==> config.mk <==
export PLATFORM = sky130hd
export DESIGN_NAME = prog_chain_loader
export DESIGN_NICKNAME = d
export VERILOG_FILES = /design/src/rtl/prog_chain_loader.sv
export SDC_FILE = /design/constraint.sdc
export NUM_CORES = 1
export LEC_CHECK = 0
export ABC_AREA = 1
export CAP_MARGIN = 20
export CORE_ASPECT_RATIO = 0.5
export CORE_UTILIZATION = 35
export DETAILED_ROUTE_END_ITERATION = 12
export GPL_ROUTABILITY_DRIVEN = 0
export PLACE_DENSITY = 0.55
export SLEW_MARGIN = 20
export SYNTH_ARGS = -nofsm -noshare
export SYNTH_HDL_FRONTEND = slang
export SYNTH_SLANG_ARGS = --single-unit
==> constraint.sdc <==
create_clock -name prog_clk -period 2.1 [get_ports prog_clk]
set_clock_uncertainty 0.05 [all_clocks]
set_input_delay 0.42 -clock prog_clk [delete_from_list [all_inputs] [get_ports prog_clk]]
set_output_delay 0.42 -clock prog_clk [all_outputs]
set_load 0.02 [all_outputs]
==> src/rtl/prog_chain_loader.sv <==
// prog_chain_loader
// Loads a byte-wide bitstream serially into the CB/CLB/SB programming chain,
// then recirculates the chain once (prog_out -> prog_in) and compares a CRC-8
// of the recirculated stream against the CRC of what was sent.
//
// Handshake: a byte transfers on every rising prog_clk edge where
// data_valid && data_ready. data_ready is decoded from state alone (FETCH)
// and never depends on data_valid; data_valid may be held or dropped freely.
module prog_chain_loader #(
    parameter int CHAIN_LEN = 128
) (
    input  logic       prog_clk,
    input  logic       rst,
    input  logic       start,
    input  logic [7:0] data_in,
    input  logic       data_valid,
    output logic       data_ready,
    input  logic       chain_out,
    output logic       prog_in,
    output logic       prog_en,
    output logic       busy,
    output logic       done,
    output logic       err,
    output logic [2:0] dbg_state
);

    // Bytes consumed per load; fixed by the chain length.
    localparam int NBYTES = (CHAIN_LEN + 7) / 8;
    // bits_left must hold CHAIN_LEN; sized from the byte count so it also
    // covers the rounded-up value.
    localparam int BL_W   = $clog2(NBYTES * 8 + 1);
    localparam int CNT_W  = (CHAIN_LEN > 1) ? $clog2(CHAIN_LEN) : 1;

    localparam logic [2:0] S_IDLE   = 3'd0;
    localparam logic [2:0] S_FETCH  = 3'd1;
    localparam logic [2:0] S_SHIFT  = 3'd2;
    localparam logic [2:0] S_VERIFY = 3'd3;
    localparam logic [2:0] S_DONE   = 3'd4;

    logic [2:0]      r_state;
    logic [2:0]      w_state_next;
    logic [7:0]      r_sreg;
    logic [3:0]      r_nb;
    logic [BL_W-1:0] r_bits_left;
    logic [CNT_W-1:0] r_cnt;
    logic [7:0]      r_crc_tx;
    logic [7:0]      r_crc_rx;
    logic            r_err;

    logic [3:0]      w_nb_load;
    logic [BL_W-1:0] w_bits_left_dec;
    logic            w_shift_last;
    logic            w_verify_last;
    logic [7:0]      w_crc_tx_next;
    logic [7:0]      w_crc_rx_next;

    // One bit of CRC-8, polynomial 0x07, MSB-first.
    function automatic logic [7:0] crc8_step(input logic [7:0] crc, input logic bit_in);
        logic fb;
        fb = crc[7] ^ bit_in;
        return {crc[6:0], 1'b0} ^ (fb ? 8'h07 : 8'h00);
    endfunction

    // Bits to shift from the next byte: a full byte, or the remainder on the
    // final partial byte (its low bits are simply never shifted out).
    assign w_nb_load       = (r_bits_left >= BL_W'(8)) ? 4'd8 : r_bits_left[3:0];
    assign w_bits_left_dec = r_bits_left - BL_W'(1);
    assign w_shift_last    = (r_nb == 4'd1);
    assign w_verify_last   = (r_cnt == CNT_W'(CHAIN_LEN - 1));
    assign w_crc_tx_next   = crc8_step(r_crc_tx, r_sreg[7]);
    assign w_crc_rx_next   = crc8_step(r_crc_rx, chain_out);

    // Next-state decode.
    always_comb begin
        w_state_next = r_state;
        case (r_state)
            S_IDLE: begin
                if (start) begin
                    w_state_next = S_FETCH;
                end
            end
            S_FETCH: begin
                if (data_valid) begin
                    w_state_next = S_SHIFT;
                end
            end
            S_SHIFT: begin
                if (w_shift_last) begin
                    w_state_next = (w_bits_left_dec != '0) ? S_FETCH : S_VERIFY;
                end
            end
            S_VERIFY: begin
                if (w_verify_last) begin
                    w_state_next = S_DONE;
                end
            end
            S_DONE: begin
                w_state_next = S_IDLE;
            end
            default: begin
                w_state_next = S_IDLE;
            end
        endcase
    end

    // State register; reset forces IDLE immediately, which zeroes every
    // state-decoded output without waiting for a clock.
    always_ff @(posedge prog_clk or posedge rst) begin
        if (rst) begin
            r_state <= S_IDLE;
        end else begin
            r_state <= w_state_next;
        end
    end

    // Datapath: shift register, counters, both CRCs and the sticky error.
    always_ff @(posedge prog_clk or posedge rst) begin
        if (rst) begin
            r_sreg      <= 8'h00;
            r_nb        <= 4'd0;
            r_bits_left <= '0;
            r_cnt       <= '0;
            r_crc_tx    <= 8'h00;
            r_crc_rx    <= 8'h00;
            r_err       <= 1'b0;
        end else begin
            case (r_state)
                S_IDLE: begin
                    if (start) begin
                        r_err       <= 1'b0;
                        r_crc_tx    <= 8'h00;
                        r_crc_rx    <= 8'h00;
                        r_bits_left <= BL_W'(CHAIN_LEN);
                    end
                end
                S_FETCH: begin
                    if (data_valid) begin
                        r_sreg <= data_in;
                        r_nb   <= w_nb_load;
                    end
                end
                S_SHIFT: begin
                    r_sreg      <= {r_sreg[6:0], 1'b0};
                    r_crc_tx    <= w_crc_tx_next;
                    r_nb        <= r_nb - 4'd1;
                    r_bits_left <= w_bits_left_dec;
                    if (w_shift_last && (w_bits_left_dec == '0)) begin
                        r_cnt <= '0;
                    end
                end
                S_VERIFY: begin
                    // chain_out is only meaningful here; during the load it
                    // still carries the previous configuration.
                    r_crc_rx <= w_crc_rx_next;
                    r_cnt    <= r_cnt + CNT_W'(1);
                    if (w_verify_last) begin
                        r_err <= (w_crc_rx_next != r_crc_tx);
                    end
                end
                default: begin
                end
            endcase
        end
    end

    // Outputs decoded from state; prog_in recirculates the chain in VERIFY.
    assign data_ready = (r_state == S_FETCH);
    assign prog_en    = (r_state == S_SHIFT) || (r_state == S_VERIFY);
    assign busy       = (r_state != S_IDLE);
    assign done       = (r_state == S_DONE);
    assign err        = r_err;
    assign prog_in    = (r_state == S_SHIFT)  ? r_sreg[7] :
                        (r_state == S_VERIFY) ? chain_out : 1'b0;
    assign dbg_state  = r_state;

endmodule

==> run_1/io_placement.png <==
The bar under the picture is 20 um long. Pins as bars across the die edge, other pins in gray.
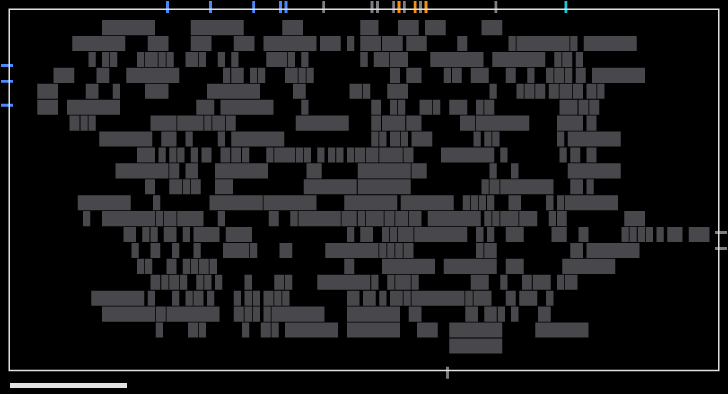
port	color	pins	direction	edge
`data_in`	blue	8	input	5 top, 3 left
`prog_clk`	cyan	1	input	top
`dbg_state`	orange	3	output	top
tally of buffers added on design ports: 21
Die X-Extent: 121 um
y dimension of the die: 61.5 um

==> run_1/metal_density.png <==
The bar under the picture is 20 um long. 24 x 12 tiles, from dark blue (low) to red (high), scaled to the fullest tile. Values are wire area over tile area, all layers added.
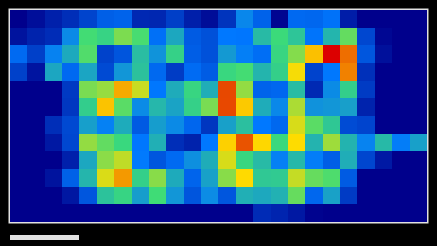
tiles over half the peak	16%
emptiest ninth of the die	lower right
mean over tiles	0.11

==> run_1/clocks.png <==
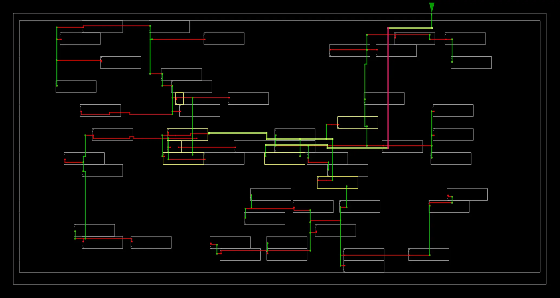
clock buffers: 5
clock distribution power: 764 uW
layout sequential cell count: 47
clock net sink count: 47
Inserted Clock Buffers: 5

==> run_1/layer_met1.png <==
The bar under the picture is 20 um long.
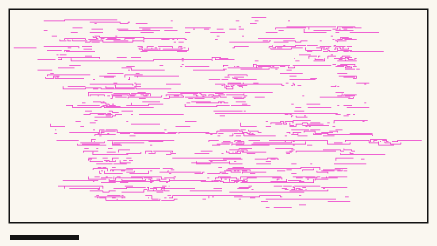
main direction	horizontal
longest straight run	35.4 um
nets with wire on the layer	329
share of all routed wire	52%
wire length on this layer	2,710 um
overall via count from detail_route: 2,041
routed wire length: 5190 um
met1 routing resource usage after global routing: 0.200

run 1: cell usage in the layout (no fill, tap or decap), drive strengths merged, types with 3 or more instances in the layout:
| cell type | netlist | layout |
|---|---|---|
| nand3 | 23 | 23 |
| clkbuf | 3 | 5 |
| buf | 4 | 12 |
| nor2 | 31 | 31 |
| a31oi | 5 | 5 |
| ha | 6 | 6 |
| xnor2 | 6 | 6 |
| clkdlybuf4s50 | 0 | 17 |
| dfrtp | 47 | 47 |
| a21oi | 5 | 5 |
| o21ai | 24 | 24 |
| o22ai | 20 | 20 |
| inv | 51 | 51 |
| xor2 | 4 | 4 |
| nor3 | 3 | 3 |
| nand2 | 67 | 67 |
run 1: cells by family after synthesis:
family                   after synthesis  share of synthesized area
flip-flops                            47                      0.475
XOR/XNOR                              10                     0.0354
adder cells (fa/ha/maj)                6                     0.0303
AND/OR/NAND/NOR                      130                      0.235
buffers and inverters                 58                     0.0924
AND-OR/OR-AND                         56                      0.132
run 1: per-layer routing:
layer  vias to the layer above  part of all wire  GRT usage
met5                         -                 0          0
met3                         2             0.032     0.0315
met1                       949              0.52      0.200
met4                         0            0.0052     0.0265
met2                        32              0.44      0.247
li1                       1058                 -          -
run 1: stage by stage:
step	std cells	area [um^2]	hold WS, ps	util	TNS, ps
after detailed placement	425	2870	438	0.425	-138
final	432	3010	389	0.445	0
after floorplan	307	2480	419	-	0
after global routing	432	3010	447	0.445	0
after CTS	432	3000	410	0.445	0
after global placement	425	2870	433	0.425	-89.6
run 1: synth_stat cells (4+ instances only):
cell type	count
sky130_fd_sc_hd__inv_1	50
sky130_fd_sc_hd__ha_1	6
sky130_fd_sc_hd__o22ai_1	20
sky130_fd_sc_hd__xor2_1	4
sky130_fd_sc_hd__nor2_1	27
sky130_fd_sc_hd__dfrtp_1	47
sky130_fd_sc_hd__nand2_1	65
sky130_fd_sc_hd__o21ai_0	22
sky130_fd_sc_hd__a31oi_1	5
sky130_fd_sc_hd__xnor2_1	6
sky130_fd_sc_hd__nand3_1	21
run 1: power breakdown:
part	leakage [uW]	total (uW)	internal, uW	switching, uW
logic	0.000774	2320	911	1410
registers	0.000598	1540	1260	277
clock network	0.0000696	764	434	330
run 1: sequential cells by signal, summed over array words and instances, names as in the netlist:
register	count
r_crc_rx	8
r_cnt	7
r_sreg	8
r_crc_tx	8
dbg_state	3
err	1
r_nb	4
r_bits_left	8
run 1: layout make-up:
type	instances	area, um^2	share of cell area
clock buffer	5	125	0.0416
tap	92	115	0.0383
multi-input combinational	202	1070	0.357
inverter	51	191	0.0637
sequential	47	1180	0.391
timing repair buffer	33	310	0.103
clock inverter	2	13.8	0.00458
run 1: worst max path at each step:
stage	from	to	slack, ps	depth (start not counted)
after global routing	dbg_state[2]	busy	3	3
after floorplan	dbg_state[0]	prog_in	140	3
after CTS	dbg_state[1]	busy	50	3
final	dbg_state[1]	busy	50	3
after detailed placement	chain_out	prog_in	-140	4
after global placement	chain_out	prog_in	-90	4
run 1: what timing repair did:
item | CTS | global route
gates cloned | 0 | 0
resized | 4 | 3
setup endpoints to repair | 4 | 3
==> deck_impl_summary.md, run 1 <==
Physical Implementation Snapshot

Run status
  • Outcome: finished clean

Timing
  • Max-slew headroom at the worst pin: 0.726
  • Slew at the pin closest to its max-slew limit: around 410 ps
  • Number of max-slew violations in the final report: 0
  • Max Fclk: roughly 0.49 GHz

Worst setup path
  • Arrival time at the worst endpoint: roughly 1600 ps
  • Worst Setup Start Kind: register
  • FF-to-FF End: r_cnt[3]
  • Cell Chain, Critical Path: inv_1 > nand2_1 > clkdlybuf4s50_1
  • Reg-to-reg critical path startpoint: r_bits_left[0]
  • Number of buffers and inverters on the critical path: 2
  • Internal reg-to-reg setup slack: 200 ps

Routing
  • Post-detailed-route wirelength per cell: ~12 um
  • Post-route ant nets: 0
  • Routed vias/inst: approximately 4.7

Global route
  • Maximum number of pins on one net before global-route repair: 22
  • Antenna violations before repair: 0
  • Via count of the first global-routing pass: 1,831
  • Global-route wire length before repair: 8460 um

Layout
  • Count of fill cells added during filler insertion: about 670
  • Fraction of final layout cells sized beyond drive strength 1: 0.103

Synthesis
  • Post-synth ARST share: 1.00
  • Share of synthesized area occupied by flip-flops and latches: 0.475
  • Yosys cell count: roughly 310
  • Flip-flop cell with the highest count after synthesis: sky130_fd_sc_hd__dfrtp_1
  • Largest type area fraction: 0.475
  • Count of distinct cell types in the synthesized netlist: 30
  • Top cells by area: sky130_fd_sc_hd__dfrtp_1 47%, sky130_fd_sc_hd__nand2_1 9.8%, sky130_fd_sc_hd__inv_1 7.6%
  • Cell type contributing the most total cell area after synthesis: sky130_fd_sc_hd__dfrtp_1
  • Yosys warns: 0
  • Summed instance area of the synthesized netlist: 0.00248 mm^2
  • Cell count after synthesis: roughly 310
  • Flops & latches, synth: between 40 and 50
  • Synthesized net count: between 300 and 400

Floorplanning
  • Number of primary I/O pins: 22
  • Area of the die: 0.00744 mm^2
  • Core box area: around 0.0068 mm^2

CTS
  • Clock tree from TritonCTS: built
  • Insertion Delay late pin: roughly 280 ps

Job
  • MaxCap Viol Count: 0

Pwr
  • Total power per unit cell area: 1540 mW/mm^2
  • Largest voltage drop on the vdd net: 0.000455 V
  • Static leakage: around 0.0014 uW

Place
  • Setup WS pre-CTS: -138 ps

Min path
  • Hold Path Class: in2async
## Run 2: what changed since run 1
CORE_UTILIZATION = 50   (was 35)
PLACE_DENSITY = 0.73   (was 0.55)
==> run_2/io_placement.png <==
The bar under the picture is 20 um long. Pins as bars across the die edge, other pins in gray.
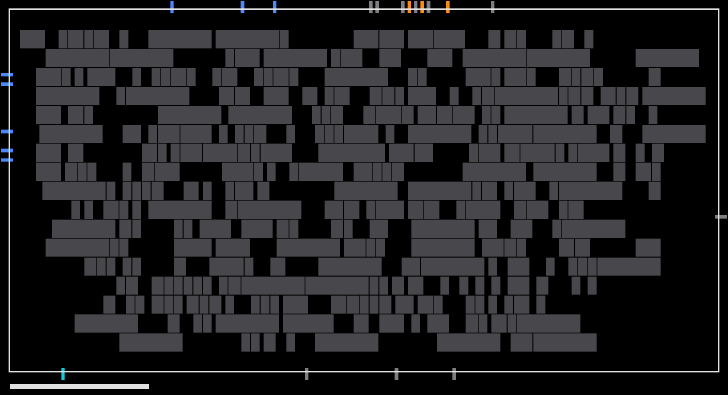
port	color	pins	direction	edge
`prog_clk`	cyan	1	input	bottom
`data_in`	blue	8	input	5 left, 3 top
`dbg_state`	orange	3	output	top
all pins by edge	12 top, 5 left, 4 bottom, 1 right

==> run 2 against run 1 <==
  * Utilization grew 19 points
  * Total power down 3.5%
  * Non-clock buffer count fell by 3
  * Highest routed layer unchanged
  * First-iteration DRC count decreased by 31%
==> deck_impl_summary.md, run 2 <==
Physical Implementation Snapshot

Layout
  • Post-route cell area: 0.00293 mm^2 (-2.7%)
  • Post-route insts no fill: 404 (-6.5%)
  • Fraction of final layout cells sized beyond drive strength 1: 0.0976 (-0.00531)

Synthesis
  • Post-synth ARST share: 1.00 (unchanged)
  • Cell count after synthesis: 307 (unchanged)
  • Synthesized net count: 326 (unchanged)
  • Summed instance area of the synthesized netlist: 0.00248 mm^2 (unchanged)
  • Share of synthesized area occupied by flip-flops and latches: 0.475 (unchanged)

Floorplanning
  • Area of the die: 0.00526 mm^2 (-29%)
  • Die X-Extent: 102 um (-16%)
  • Number of primary I/O pins: 22 (unchanged)

Worst setup path
  • Reg-to-reg critical path startpoint: r_bits_left[0]
  • Number of buffers and inverters on the critical path: 3 (+1)
  • Arrival time at the worst endpoint: 1530 ps (-50 ps)

Routing
  • Post-detailed-route wirelength per cell: 13.0 um (+8.5%)
  • Routed wire length: 5270 um (+1.4%)
  • Overall via count from detail_route: 2,028 (-0.64%)

Pwr
  • Combinational power share: 0.519 (+0.017)
  • Internal portion of total power: 2450 uW (-6.1%)
  • Proportion of total power due to net switching: 0.452 (+0.0156)
  • Portion of total power attributed to the clock network: 0.135 (-0.030)
  • Static leakage: 0.00141 uW (-2.1%)
  • Total power per unit cell area: 1520 mW/mm^2 (-0.83%)
  • Sw power: 2020 uW (about the same)

Global route
  • Global route hottest layer: met2
  • GR Layer Usage met2: 0.380 (+0.132)
  • Global-route wire length before repair: 8830 um (+4.4%)

Place
  • Post-Place Cells: 396 (-6.8%)
  • Placed instance area: 0.00281 mm^2 (-1.9%)
  • Setup WS pre-CTS: -143 ps (-4.96 ps)
  • Tally of buffers added on design ports: 21 (unchanged)

CTS
  • Insertion Delay late pin: 300 ps (+20 ps)
  • Clock tree from TritonCTS: built

Timing
  • Slew at the pin closest to its max-slew limit: 716 ps (+305 ps)
  • Number of max-slew violations in the final report: 0 (unchanged)
  • Max Fclk: 0.500 GHz (+2.3%)

Run status
  • Outcome: finished clean
run 2: metal layers:
metal | wire [um] | up-vias
li1 | - | 1056
met1 | 2560 | 948
met2 | 2490 | 18
met3 | 146 | 6
met4 | 78 | 0
met5 | 0 | -
run 2: metrics by stage:
step | TNS, ps | util | total power, uW | hold WS [ps]
after global placement | -159 | 0.615 | 3760 | 428
after detailed placement | -143 | 0.615 | 3860 | 433
after global routing | 0 | 0.640 | 4840 | 469
final | 0 | 0.640 | 4460 | 407
after CTS | 0 | 0.637 | 4480 | 424
after floorplan | 0 | - | 3190 | 419
run 2: layout make-up:
| class | count | area (um^2) |
|---|---|---|
| Clock buffer | 7 | 96.3 |
| Timing Repair Buffer | 30 | 289 |
| Multi-Input combinational cell | 202 | 1080 |
| Inverter | 51 | 191 |
| Clock inverter | 1 | 7.51 |
| Fill cell | 397 | 1650 |
| Sequential cell | 47 | 1180 |
| Tap cell | 66 | 82.6 |
run 2: how the worst max path moves through the flow:
stage	from	end	slack (ps)
final	dbg_state[2]	prog_en	100
after CTS	dbg_state[2]	busy	10
after detailed placement	chain_out	prog_in	-140
after global placement	chain_out	prog_in	-160
after floorplan	dbg_state[0]	prog_in	140
after global routing	dbg_state[2]	prog_in	20
run 2: cell families (layout without fill, tap and decap cells):
group | Yosys count | count (layout) | synth area share
AOI/OAI and AO/OA | 56 | 56 | 0.132
buffers and inverters | 58 | 89 | 0.0924
DFF | 47 | 47 | 0.475
xor gates and xnor gates | 10 | 10 | 0.0354
adders and majority gates | 6 | 6 | 0.0303
and+or+nand+nor | 130 | 130 | 0.235
run 2: power by group through the flow:
| stage | logic (uW) | clock network (uW) | registers (uW) |
|---|---|---|---|
| 3_3_place_gp | 2230 | 0 | 1530 |
| 6_report | 2320 | 603 | 1540 |
| 2_1_floorplan | 1660 | 0 | 1530 |
| 4_1_cts | 2310 | 625 | 1540 |
| 3_5_place_dp | 2310 | 0 | 1550 |
| 5_1_grt | 2610 | 645 | 1580 |
run 2: repair_timing:
item                                    4_1_cts  5_1_grt
endpoints found under the setup margin        5        9
resized                                       5        4
hold buffers                                  0        0
## Run 3: what changed since run 2
RECOVER_POWER = 100   (was unset)
==> run_3/metal_density.png <==
The bar under the picture is 20 um long. 20 x 10 tiles, from dark blue (low) to red (high), scaled to the fullest tile. Values are wire area over tile area, all layers added.
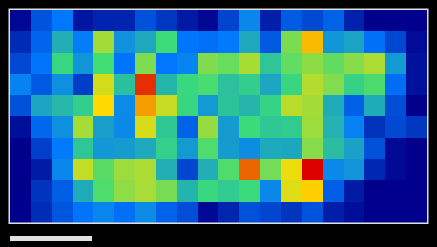
densest ninth of the die	center
emptiest ninth of the die	lower right
nearly empty tiles	9.5%

==> run 3 against run 2 <==
  * Synthesized cell count did not move
  * First-iteration DRC count rose by 18%
  * Combinational power fell by 3%
  * Critical endpoint is now dbg_state[0]
==> deck_impl_summary.md, run 3 <==
Physical Implementation Snapshot

Synthesis
  • Post-synth ARST share: 1.00 (unchanged)
  • Synthesized net count: 326 (unchanged)
  • Share of synthesized area occupied by flip-flops and latches: 0.475 (unchanged)
  • Flops & latches, synth: about 47
  • Number of enable-type register cells in the synthesized netlist: 0
  • Top cells by area: sky130_fd_sc_hd__dfrtp_1 47%, sky130_fd_sc_hd__nand2_1 9.8%, sky130_fd_sc_hd__inv_1 7.6%
  • Flip-flop cell with the highest count after synthesis: sky130_fd_sc_hd__dfrtp_1
  • Cell count after synthesis: 307 (unchanged)
  • Summed instance area of the synthesized netlist: 0.00248 mm^2 (unchanged)

Worst setup path
  • Number of buffers and inverters on the critical path: 2 (-1)
  • Worst Setup Start Kind: register
  • Arrival time at the worst endpoint: 1540 ps (about the same)

Global route
  • Global-route wire length before repair: 8830 um (unchanged)
  • Via count of the first global-routing pass: between 1,500 and 2,000

Pwr
  • Total power per unit cell area: 1520 mW/mm^2 (-0.19%)
  • Sw power: 2000 uW (-0.93%)
  • Portion of total power attributed to the clock network: 0.137 (+0.002)
  • Internal portion of total power: 2380 uW (-2.5%)
  • Total power: 4380 uW (-1.8%)
  • Static leakage: 0.00140 uW (-0.95%)

Layout
  • Count of fill cells added during filler insertion: 405 (+2.0%)
  • Fraction of final layout cells sized beyond drive strength 1: 0.0769 (-0.0207)
  • Post-route insts no fill: 404 (unchanged)

Min path
  • Hold Path Class: reg2reg

Timing
  • Slew at the pin closest to its max-slew limit: 707 ps (-8.80 ps)
  • Unrepaired setup endpoints after global routing: no
  • Setup slack after layout: between 90 and 100 ps
  • Max Fclk: 0.498 GHz (-0.37%)
  • Number of max-slew violations in the final report: 0 (unchanged)

Floorplanning
  • Area of the die: 0.00526 mm^2 (unchanged)
  • Die X-Extent: 102 um (unchanged)
  • Number of primary I/O pins: 22 (unchanged)

CTS
  • Insertion Delay late pin: 300 ps (about the same)
  • Clock tree from TritonCTS: built

Routing
  • Post-detailed-route wirelength per cell: 13.0 um (-0.55%)
  • Overall via count from detail_route: 2,045 (+0.84%)
  • Routed wire length: 5240 um (-0.55%)

Place
  • Post-Place Cells: 396 (unchanged)
  • Setup WS pre-CTS: -143 ps (unchanged)

Run status
  • Outcome: finished clean
==> run 3: layer usage <==
layer | up-vias | share of wire | GRT usage
met3 | 6 | 0.030 | 0.0457
met1 | 958 | 0.49 | 0.290
met5 | - | 0 | 0
met4 | 0 | 0.015 | 0.0676
met2 | 24 | 0.47 | 0.380
li1 | 1057 | - | -
==> run 3: kinds of logic after synthesis <==
kind of cell | count (synthesis) | share of synthesized area
AOI/OAI and AO/OA | 56 | 0.132
xor gates and xnor gates | 10 | 0.0354
adders and majority gates | 6 | 0.0303
buffers and inverters | 58 | 0.0924
DFF | 47 | 0.475
and+or+nand+nor | 130 | 0.235
==> run 3: worst paths after layout <==
kind / cells after the start / start / end
max: 2 / dbg_state[0] / dbg_state[0]
min reg2reg: 2 / r_cnt[5] / r_cnt[5]
max reg2reg: 11 / r_bits_left[0] / r_cnt[6]
min: 2 / r_cnt[5] / r_cnt[5]
min in group asynchronous: 2 / rst / r_bits_left[1]
max in group asynchronous: 3 / rst / r_crc_tx[3]
==> run 3: timing repair <==
action                                  4_1_cts  5_1_grt
resized                                       5        4
cloned                                        0        0
endpoints found under the setup margin        5        9
setup buffers                                 0        0
hold buffers                                  0        0
==> run 3: tightest hold or removal path: stages, from the launching register on <==
cell and delay (ps):
sky130_fd_sc_hd__dfrtp_1 350, sky130_fd_sc_hd__nand3_1 70, sky130_fd_sc_hd__nand2_1 60
==> run 3: power by group through the flow <==
stage	Sequential (uW)	Clock, uW	Combinational (uW)
after floorplan	1530	0	1660
after global placement	1530	0	2230
after detailed placement	1550	0	2310
after CTS	1540	625	2310
after global routing	1580	645	2530
final	1540	601	2240
==> run 3: metrics by stage <==
stage	TNS [ps]	utilization	hold slack, ps	instance area (um^2)
2_1_floorplan	0	-	419	2480
3_3_place_gp	-159	0.615	428	2810
3_5_place_dp	-143	0.615	433	2810
4_1_cts	0	0.637	424	2910
5_1_grt	0	0.630	502	2880
6_report	0	0.630	453	2880
==> run 3: final cells by class <==
type                    count  area [um^2]  area share
well taps                  66         82.6      0.0287
clock inverters             1         7.51     0.00261
inverters                  51          191      0.0665
clock buffers               7         96.3      0.0335
repair buffers             30          258      0.0895
flip-flops and latches     47         1180       0.409
multi-input cells         202         1070       0.371
No activity file was given, so power comes from the tool's default toggle rates.
